<file path="src/rtl/add_sched_pkg.sv">
// ============================================================================
//  Module  : add_sched_pkg
//  Purpose : Shared types and constants for the add_sched operation scheduler
//  Revision: 1.0 - initial release
// ============================================================================
`default_nettype none

package add_sched_pkg;

   // Operation sequencer states, one clock each
   typedef enum logic [1:0] {
      IDLE = 2'd0,
      ADD1 = 2'd1,
      ADD2 = 2'd2,
      ADD3 = 2'd3
   } state_e;

   localparam int            OP_W    = 6;               // operand / result width
   localparam int            NUM_REQ = 4;               // requesters sharing the adder
   localparam int            ID_W    = 2;               // requester index width
   localparam logic [OP_W-1:0] ADD2_K = OP_W'(3);       // constant added in ADD2

endpackage

`default_nettype wire

</file>
<file path="src/rtl/add_sched_dp.sv">
// ============================================================================
//  Module  : add_sched_dp
//  Purpose : x / y / result registers and the three modulo-64 adders
//  Revision: 1.0 - initial release
// ============================================================================
`default_nettype none

module add_sched_dp
   import add_sched_pkg::*;
(
   input  logic            clk_i,
   input  logic            rst_ni,
   input  logic            add1_en_i,
   input  logic            add2_en_i,
   input  logic            add3_en_i,
   input  logic [OP_W-1:0] opa_i,
   input  logic [OP_W-1:0] opb_i,
   output logic [OP_W-1:0] result_o
);

   logic [OP_W-1:0] x_q, y_q, result_q;
   logic [OP_W-1:0] x_d, y_d, result_d;

   // Adders: carries drop out naturally at the 6-bit width
   assign x_d      = opa_i + opb_i;
   assign y_d      = x_q + ADD2_K;
   assign result_d = x_q + y_q;

   // Each stage register loads only in its own FSM state, otherwise holds
   always_ff @(posedge clk_i or negedge rst_ni) begin
      if (!rst_ni) begin
         x_q      <= '0;
         y_q      <= '0;
         result_q <= '0;
      end else begin
         if (add1_en_i) x_q      <= x_d;
         if (add2_en_i) y_q      <= y_d;
         if (add3_en_i) result_q <= result_d;
      end
   end

   assign result_o = result_q;

endmodule

`default_nettype wire

</file>
<file path="src/rtl/add_sched.sv">
// ============================================================================
//  Module  : add_sched
//  Purpose : Arbitrates N_REQ requesters onto a 3-step add sequence
//            (x=a+b, y=x+3, result=x+y, all modulo 64).
//            Build option ADD_SCHED_FIXED_PRIO_EN: fixed priority (lowest
//            index wins) instead of the default round-robin arbiter.
//  Revision: 1.0 - initial release
// ============================================================================
`default_nettype none

module add_sched
   import add_sched_pkg::*;
#(
   parameter int N_REQ = NUM_REQ
)(
   input  logic                  CLK,
   input  logic                  reset_n,
   input  logic [N_REQ-1:0]      req,
   input  logic [N_REQ*OP_W-1:0] a_bus,
   input  logic [N_REQ*OP_W-1:0] b_bus,
   output logic [N_REQ-1:0]      gnt,
   output logic                  busy,
   output logic                  done,
   output logic [ID_W-1:0]       done_id,
   output logic [OP_W-1:0]       result
);

   state_e            state_q;
   logic [N_REQ-1:0]  gnt_q;
   logic              done_q;
   logic [ID_W-1:0]   done_id_q;
   logic [ID_W-1:0]   cur_id_q;
   logic [OP_W-1:0]   opa_q, opb_q;

   logic              any_req;
   logic [ID_W-1:0]   win_id;
   logic [OP_W-1:0]   win_a, win_b;

`ifdef ADD_SCHED_FIXED_PRIO_EN
   // Fixed priority: scan from the top so the lowest set index wins
   always_comb begin
      any_req = 1'b0;
      win_id  = '0;
      for (int i = N_REQ - 1; i >= 0; i--) begin
         if (req[i]) begin
            any_req = 1'b1;
            win_id  = ID_W'(i);
         end
      end
   end
`else
   logic [ID_W-1:0]   last_gnt_q;
   logic [ID_W-1:0]   scan_idx;

   // Round-robin: first set bit starting one past the last winner
   always_comb begin
      any_req  = 1'b0;
      win_id   = '0;
      scan_idx = '0;
      for (int i = 0; i < N_REQ; i++) begin
         scan_idx = last_gnt_q + ID_W'(1) + ID_W'(i);
         if (!any_req && req[scan_idx]) begin
            any_req = 1'b1;
            win_id  = scan_idx;
         end
      end
   end

   // Pointer advances on every grant; reset value makes requester 0 first
   always_ff @(posedge CLK or negedge reset_n) begin
      if (!reset_n) begin
         last_gnt_q <= ID_W'(N_REQ - 1);
      end else if (state_q == IDLE && any_req) begin
         last_gnt_q <= win_id;
      end
   end
`endif

   assign win_a = a_bus[win_id*OP_W +: OP_W];
   assign win_b = b_bus[win_id*OP_W +: OP_W];

   // Sequencer with registered grant / done outputs and operand capture
   always_ff @(posedge CLK or negedge reset_n) begin
      if (!reset_n) begin
         state_q   <= IDLE;
         gnt_q     <= '0;
         done_q    <= 1'b0;
         done_id_q <= '0;
         cur_id_q  <= '0;
         opa_q     <= '0;
         opb_q     <= '0;
      end else begin
         gnt_q  <= '0;
         done_q <= 1'b0;
         case (state_q)
            IDLE: begin
               if (any_req) begin
                  opa_q    <= win_a;
                  opb_q    <= win_b;
                  gnt_q    <= N_REQ'(1) << win_id;
                  cur_id_q <= win_id;
                  state_q  <= ADD1;
               end
            end
            ADD1: state_q <= ADD2;
            ADD2: state_q <= ADD3;
            ADD3: begin
               done_q    <= 1'b1;
               done_id_q <= cur_id_q;
               state_q   <= IDLE;
            end
            default: state_q <= IDLE;
         endcase
      end
   end

   add_sched_dp u_dp (
      .clk_i     (CLK),
      .rst_ni    (reset_n),
      .add1_en_i (state_q == ADD1),
      .add2_en_i (state_q == ADD2),
      .add3_en_i (state_q == ADD3),
      .opa_i     (opa_q),
      .opb_i     (opb_q),
      .result_o  (result)
   );

   assign gnt     = gnt_q;
   assign done    = done_q;
   assign done_id = done_id_q;
   assign busy    = (state_q != IDLE);

endmodule

`default_nettype wire

</file>
<file path="config.mk">
export PLATFORM = sky130hd
export DESIGN_NAME = add_sched
export DESIGN_NICKNAME = d
export VERILOG_FILES = /design/src/rtl/add_sched_pkg.sv /design/src/rtl/add_sched_dp.sv /design/src/rtl/add_sched.sv
export SDC_FILE = /design/constraint.sdc
export NUM_CORES = 1
export LEC_CHECK = 0
export ABC_CLOCK_PERIOD_IN_PS = 1700
export CAP_MARGIN = 5
export CORE_MARGIN = 10
export CORE_UTILIZATION = 45
export DETAILED_ROUTE_END_ITERATION = 8
export MAX_ROUTING_LAYER = met4
export PLACE_DENSITY = 0.75
export SLEW_MARGIN = 20
export SYNTH_ARGS = -nofsm -noshare
export SYNTH_HDL_FRONTEND = slang
export SYNTH_HIERARCHICAL = 1
export SYNTH_SLANG_ARGS = --single-unit
</file>
<file path="constraint.sdc">
create_clock -name CLK -period 1.7 [get_ports CLK]
set_clock_uncertainty 0.1 [all_clocks]
set_input_delay 0.17 -clock CLK [delete_from_list [all_inputs] [get_ports CLK]]
set_output_delay 0.17 -clock CLK [all_outputs]
set_load 0.02 [all_outputs]
</file>
Figure 1. Local utilization (run 1).
(3 px per µm) 10 x 10 tiles, from white (low) to dark blue (high), 0 to 100% covered.
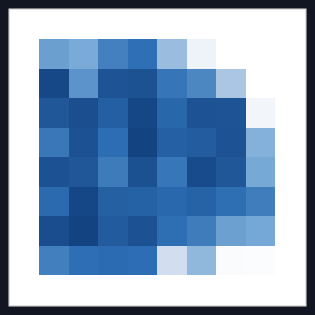
emptiest ninth of the die: top right
mean over tiles: 42%
densest ninth of the die: middle

Figure 2. Wiring by layer (run 1).
(6 px per µm) Two of the layers only.
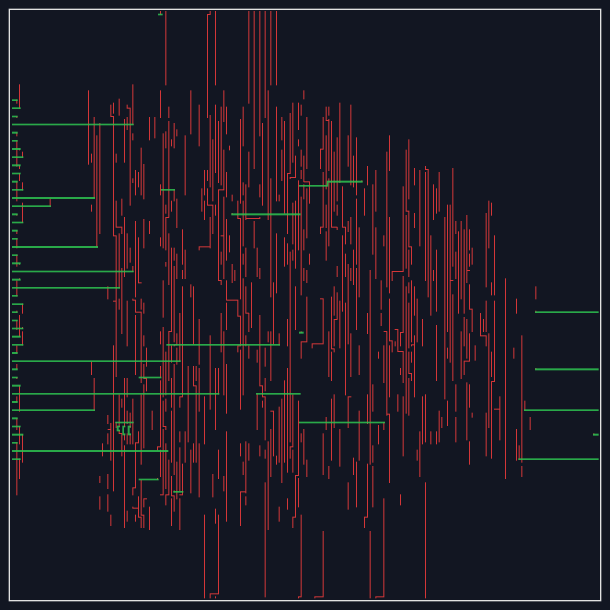
[green] M3 | wire length: 355 µm
[red] M2 | wire length: 3480 µm

Figure 3. Power grid (run 1).
(4 px per µm) Pins as bars on the die edge.
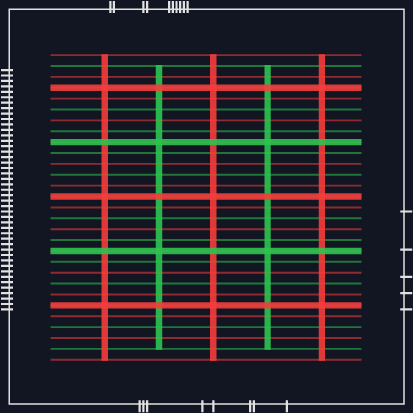
[green] VDD
[red] VSS
met1 rails: 29
signal pins: 68
rows: 28
met5 straps: 5
met4 straps: 5

## run 1: metrics by stage
| step | worst slack (ns) | cell area [µm²] | cells | hold WS [ns] | util (%) |
|---|---|---|---|---|---|
| CTS | -0.174 | 4060 | 443 | 0.383 | 68.6 |
| finish | -0.182 | 4170 | 444 | 0.367 | 70.5 |
| global route | -0.267 | 4170 | 444 | 0.420 | 70.5 |
| detailed placement | -0.319 | 3800 | 426 | 0.183 | 64.2 |
| floorplan | -0.0530 | 2790 | 258 | -0.226 | - |
| global placement | -0.240 | 3800 | 426 | 0.175 | 64.2 |
## run 1: area by class of cell
type                    instances  area [µm²]
fillers                       413        1750
multi-input cells             194        1730
repair buffers                116        1120
flip-flops and latches         43        1080
well taps                      75        93.8
clock buffers                   5        68.8
clock inverters                 3        43.8
inverters                       8        30.0
## run 1: power breakdown
group          leakage, nW  total (mW)  switching, mW  internal (mW)
clock network       0.0581       0.812          0.374          0.438
registers            0.516        1.95          0.397           1.56
logic                 1.22        5.24           2.33           2.92
## run 1: flip-flops by register name, summed over array words and instances (netlist names), 4 cells and up
register / cells
opa_q: 6
opb_q: 6
u_dp/result_o: 6
u_dp/x_q: 6
u_dp/y_q: 6
gnt: 4
## run 1: cell usage after synthesis (5+ instances only)
cell type / count
mux2_4: 8
nor2_1: 13
mux2i_1: 17
nand2_1: 28
nand3_1: 24
mux2_2: 13
o21ai_0: 5
xnor2_1: 9
o211ai_2: 10
a21oi_1: 8
inv_1: 8
ha_1: 15
dfrtp_1: 41
## run 1: worst max-delay path by stage
stage               depth (start not counted)  endpoint
global route                                7  opb_q[0]
global placement                            7  opb_q[0]
floorplan                                   7  opa_q[0]
finish                                      6  opa_q[0]
CTS                                         6  opb_q[3]
detailed placement                          7  opb_q[0]
## run 1: per-layer routing
metal	global-route usage [%]	share of wire [%]	vias up
li1	-	-	1140
met1	17.0	45	1088
met2	24.2	49	69
met3	4.65	5.0	11
met4	4.52	1.4	0
met5	-	0	-
## run 1: cells in the final DEF (no fill, tap or decap), drive strengths merged, types with 3 or more instances in the layout
| cell | netlist | layout |
|---|---|---|
| inv | 8 | 8 |
| nor2 | 13 | 13 |
| nand2 | 28 | 28 |
| nand3 | 24 | 24 |
| ha | 15 | 15 |
| nor2b | 4 | 4 |
| clkbuf | 3 | 6 |
| mux2 | 21 | 21 |
| o21a | 3 | 3 |
| buf | 10 | 49 |
| nand2b | 4 | 4 |
| mux2i | 17 | 17 |
| clkdlybuf4s50 | 0 | 65 |
| dfrtp | 41 | 41 |
| a21oi | 8 | 8 |
| xnor2 | 9 | 9 |
| o211ai | 14 | 14 |
| o21ai | 7 | 7 |
| a21o | 4 | 4 |
## run 1: timing repair
action	4_1_cts	5_1_grt
hold endpoints to repair	41	0
setup endpoints to repair	18	28
hold buffers	1	0
pin swaps	2	9
cloned	1	0
setup buffers	7	3
resized	14	19
## run 1: worst max-delay path, stage by stage (launching register included)
cell      delay [ns]
dfstp_2         0.60
mux2i_1         0.22
o22ai_1         0.11
o21bai_4        0.24
buf_12          0.17
mux2_4          0.30
o211ai_2        0.06
==> flow_summary.json, run 1 <==
{
  "portBuffers": 67,
  "cts_sinks": 43,
  "rsz0062_at_grt": "true",
  "top_cell_area_share_pct": 37.2,
  "power.leakage_nw": 1.80,
  "reg2reg_slack_ns": -0.18,
  "min_period_ns": 1.88,
  "ys.warnings.count": 6,
  "clock_path_buffers": 2,
  "postRouteAntennaNets": 0,
  "fin_ws_ns": -0.182,
  "slew_headroom_pct": 63.6,
  "worstReg2RegEnd": "opa_q[0]",
  "r2r_cells": 6,
  "numCtsBuffers": 5,
  "setup_total_negative_slack_ns": -2.29,
  "crit_path_start": "last_gnt_q[1]",
  "cts_root_buffer": "clkbuf_8",
  "setup_viol": 18,
  "clkTransAtPathRegs_ns": 0.09,
  "ys_cells": 258,
  "simple_gate_share_pct": 13.9,
  "core_area_mm2": 0.00592,
  "synth-main-ff-cell": "dfrtp_1",
  "wl_per_cell_um": 16.0,
  "synth_seq_share_pct": 39.1,
  "status": "finished with violations",
  "num_vias": 2308,
  "slew_viol_final": 0,
  "ys_sh_mux_pct": 15.8,
  "synth_area_mm2": 0.00276,
  "dp_hpwl_mm": 5.40,
  "die_w_um": 98.3,
  "crit_type": "register to register",
  "failed_checks": "negative setup slack",
  "ys_area_mm2": 0.00276,
  "viasPerCell": 5.20,
  "fin_nets": 439,
  "cts_tree": "built",
  "synth_top_cell_by_area": "dfrtp_1",
  "num_io_pins": 68,
  "diodes": 0,
  "drive_gt1_share_pct": 33.9,
  "drt_pass1_iterations": 4,
  "ir_worst_vdd_v": 0.000992,
  "cp_data_arrival_time_ns": 2.01,
  "worstHoldPathType": "primary input to asynchronous set/reset pin",
  "syn_avg_cell_area_um2": 10.7,
  "fin_crit_sh_pct": 111,
  "synth.distinct_cells": 45,
  "critPathLaunchType": "register",
  "rows": 28,
  "area_growth_pct": 51.1,
  "power_mw": 8.01,
  "gp_congestion": 0.843,
  "path_max_fanout": 7,
  "power_density_mw_per_mm2": 1920,
  "rr_startpoint": "last_gnt_q[1]",
  "yosys.area_share.xor_xnor_pct": 3.49,
  "end_kind": "register"
}
## Run 2: what changed since run 1
--- a/config.mk
+++ b/config.mk
@@ -11,7 +11,7 @@
 export CORE_UTILIZATION = 45
 export DETAILED_ROUTE_END_ITERATION = 8
 export MAX_ROUTING_LAYER = met4
-export PLACE_DENSITY = 0.75
+export PLACE_DENSITY = 0.77
 export SLEW_MARGIN = 20
 export SYNTH_ARGS = -nofsm -noshare
 export SYNTH_HDL_FRONTEND = slang
Figure 4. Power grid (run 2).
(4 px per µm) Pins as bars on the die edge.
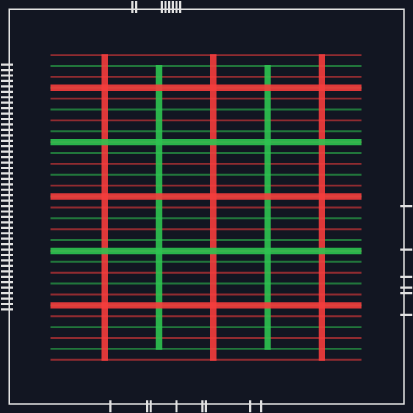
[red] VSS
[green] VDD
signal pins: 68
met4 straps: 5

Figure 5. Wiring by layer (run 2).
(6 px per µm) Two of the layers only.
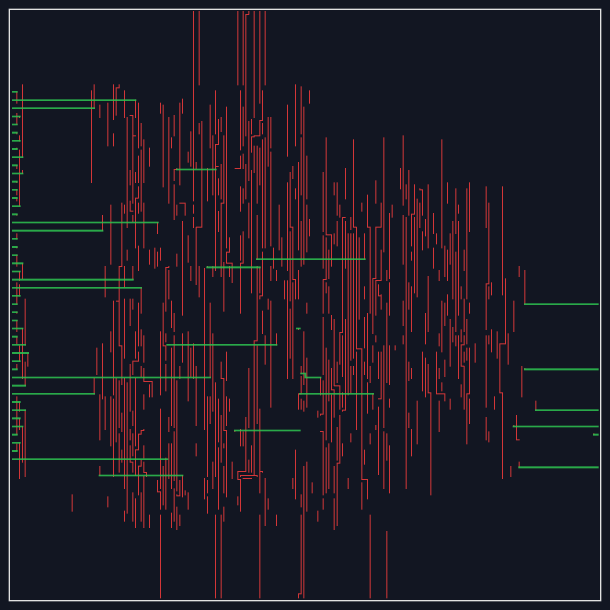
[red] M2 | wire length: 3450 µm
[green] M3 | wire length: 382 µm

Figure 6. Routing congestion map (run 2).
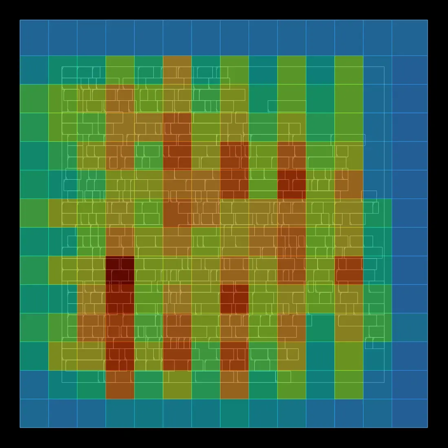
global route hottest layer: met2
grt met3 use: 4.44%

==> flow_summary.json, run 2 <==
{
  "fmax_mhz": 520,
  "antenna_found_initial": 0,
  "synth.distinct_cells": 45,
  "drc": 0,
  "top_cell_area_share_pct": 37.2,
  "area_leaders": "dfrtp_1 37%, ha_1 6.8%, mux2i_1 6.2%, mux2_2 5.3%, o211ai_2 4.5%",
  "syn_avg_cell_area_um2": 10.7,
  "crit_type": "register to register",
  "postRouteWirelength_mm": 6.95,
  "setup_total_negative_slack_ns": -2.49,
  "fp.dieH_um": 98.3,
  "wl_per_cell_um": 15.9,
  "synth_seq_share_pct": 39.1,
  "portBuffers": 67,
  "synth-main-ff-cell": "dfrtp_1",
  "dr.first_iter.drc_count": 53,
  "viasPerCell": 5.21,
  "overflow": 0,
  "power.leakage_nw": 1.75,
  "critPathLaunchType": "register",
  "synth_area_mm2": 0.00276,
  "numCtsBuffers": 5,
  "utilization_pct": 68.4,
  "grt_start_max_net_pins": 44,
  "num_vias": 2278,
  "syn_inst": 258,
  "dpl_cell_area_mm2": 0.00379,
  "drive_gt1_share_pct": 29.6,
  "worstHoldPathType": "primary input to asynchronous set/reset pin",
  "grt.total_usage_pct": 14.5,
  "path_cells": "mux2i_1 -> o22ai_2 -> o21bai_4 -> buf_12 -> mux2_4 -> o211ai_2",
  "grt_pass1_vias": 2503,
  "clock_path_buffers": 2,
  "hold_viol_final": 0,
  "core_area_mm2": 0.00592,
  "power_density_mw_per_mm2": 1920,
  "layout_top_cell": "clkdlybuf4s50_1",
  "rows": 28,
  "fin_area_mm2": 0.00405,
  "die_area_mm2": 0.00967,
  "worstPathBufferInverterCount": 1,
  "die_w_um": 98.3,
  "path_max_fanout": 17,
  "slew_headroom_pct": 63.1,
  "num_io_pins": 68,
  "warnings": 32,
  "max_cap_violations": 0,
  "final_cell_mix": "65 x clkdlybuf4s50_1, 41 x dfrtp_1, 35 x buf_4, 27 x nand2_1, 24 x nand3_1",
  "slowest_stage": "dfstp_2",
  "dp_hpwl_mm": 5.39,
  "power_mw": 7.76,
  "critPathTopFamily": "flip-flops",
  "cp_data_arrival_time_ns": 2.04,
  "edf_count": 0,
  "slowest_delay_ns": 0.61,
  "slew_viol_final": 0,
  "synthMostInstantiatedCell": "dfrtp_1",
  "cts_root_buffer": "clkbuf_8",
  "ir_worst_vdd_v": 0.000980,
  "ys_cells": 258,
  "postRouteAntennaNets": 0,
  "fin_ws_ns": -0.222,
  "ys_area_mm2": 0.00276,
  "diodes": 0,
  "tightest_slew_ns": 0.553,
  "cts_tree": "built",
  "async_flop_share_pct": 100,
  "grt_first_pass_wirelength_mm": 11.6,
  "fin_nets": 432,
  "rsz0062_at_grt": "true",
  "synthesis.nets": 329,
  "clkTransAtPathRegs_ns": 0.09,
  "synth_top_cell_by_area": "dfrtp_1",
  "cts_htree_levels": 2,
  "min_period_ns": 1.92,
  "ys.warnings.count": 6,
  "cts_sinks": 43,
  "cp.required_ns": 1.82,
  "initial_core_util_pct": 46.6,
  "end_kind": "register",
  "area_growth_pct": 46.6,
  "failed_checks": "negative setup slack",
  "fin_crit_sh_pct": 113,
  "drt_pass1_iterations": 4,
  "hold_slack_ns": 0.367,
  "gp_congestion": 0.846,
  "setup_viol": 14,
  "top_cells_by_count": "41 x dfrtp_1, 28 x nand2_1, 24 x nand3_1, 17 x mux2i_1, 15 x ha_1",
  "status": "finished with violations",
  "ys.flops": 43,
  "clkLatencyLatePin_ns": 0.30
}
==> run 2: cell counts after synthesis <==
No cell type changed its count.
==> run 2: timing repair <==
item	4_1_cts	5_1_grt
gates resized	6	10
hold endpoints to repair	41	0
hold buffers	1	0
buffers inserted	2	2
pin swaps	2	7
setup endpoints to repair	18	23
cloned	0	0
==> run 2: kinds of logic after synthesis <==
group	synth area share, %
multiplexers	15.8
XOR/XNOR	3.49
buffers and inverters	4.85
adder cells (fa/ha/maj)	8.25
flip-flops	39.1
AND-OR/OR-AND	14.6
AND/OR/NAND/NOR	13.9
==> run 2: layer usage <==
metal  track usage, %  wire length [µm]  vias up
li1                 -                 -     1125
met1             16.5              3070     1081
met2             24.6              3450       66
met3             4.44               381        6
met4             2.98                47        0
met5                -                 0        -
==> run 2: final cells by class <==
| cell class | count | area (µm²) |
|---|---|---|
| fill | 434 | 1870 |
| tap | 75 | 93.8 |
| clock buffer | 6 | 72.6 |
| inverter | 8 | 30.0 |
| clock inverter | 2 | 60.1 |
| timing repair buffer | 109 | 1050 |
| multi-input combinational | 194 | 1660 |
| sequential | 43 | 1080 |
==> run 2: where the power goes <==
group	leakage (nW)	internal, mW	total [mW]	switching (mW)
Clock	0.0654	0.587	0.944	0.357
Sequential	0.518	1.55	1.93	0.378
Combinational	1.17	2.67	4.89	2.22
==> run 2: worst paths after layout <==
path                                from                to  slack, ns  depth (start not counted)
setup / recovery           last_gnt_q[1]          opa_q[0]      -0.22                          6
hold / removal                   reset_n  u_dp/result_o[3]       0.37                          3
setup reg to reg           last_gnt_q[1]          opa_q[0]      -0.22                          6
hold reg to reg              cur_id_q[1]       cur_id_q[1]       0.39                          2
max in group asynchronous        reset_n       u_dp/y_q[2]       0.74                          3
min in group CLK             cur_id_q[1]       cur_id_q[1]       0.39                          2
==> run 2: worst reg2reg max path, delay by kind of cell (launching register included) <==
family / cells / cell delay (ns)
compound gates: 3 / 0.39
buf+inv: 1 / 0.17
flops: 1 / 0.61
mux: 2 / 0.58
==> run 2: through the flow <==
stage | setup slack [ns] | instances
5_1_grt | -0.293 | 437
3_5_place_dp | -0.333 | 425
4_1_cts | -0.175 | 436
3_3_place_gp | -0.261 | 425
6_report | -0.222 | 437
2_1_floorplan | -0.0530 | 258
Power figures rest on the tool's default switching activity, not on a simulated workload.
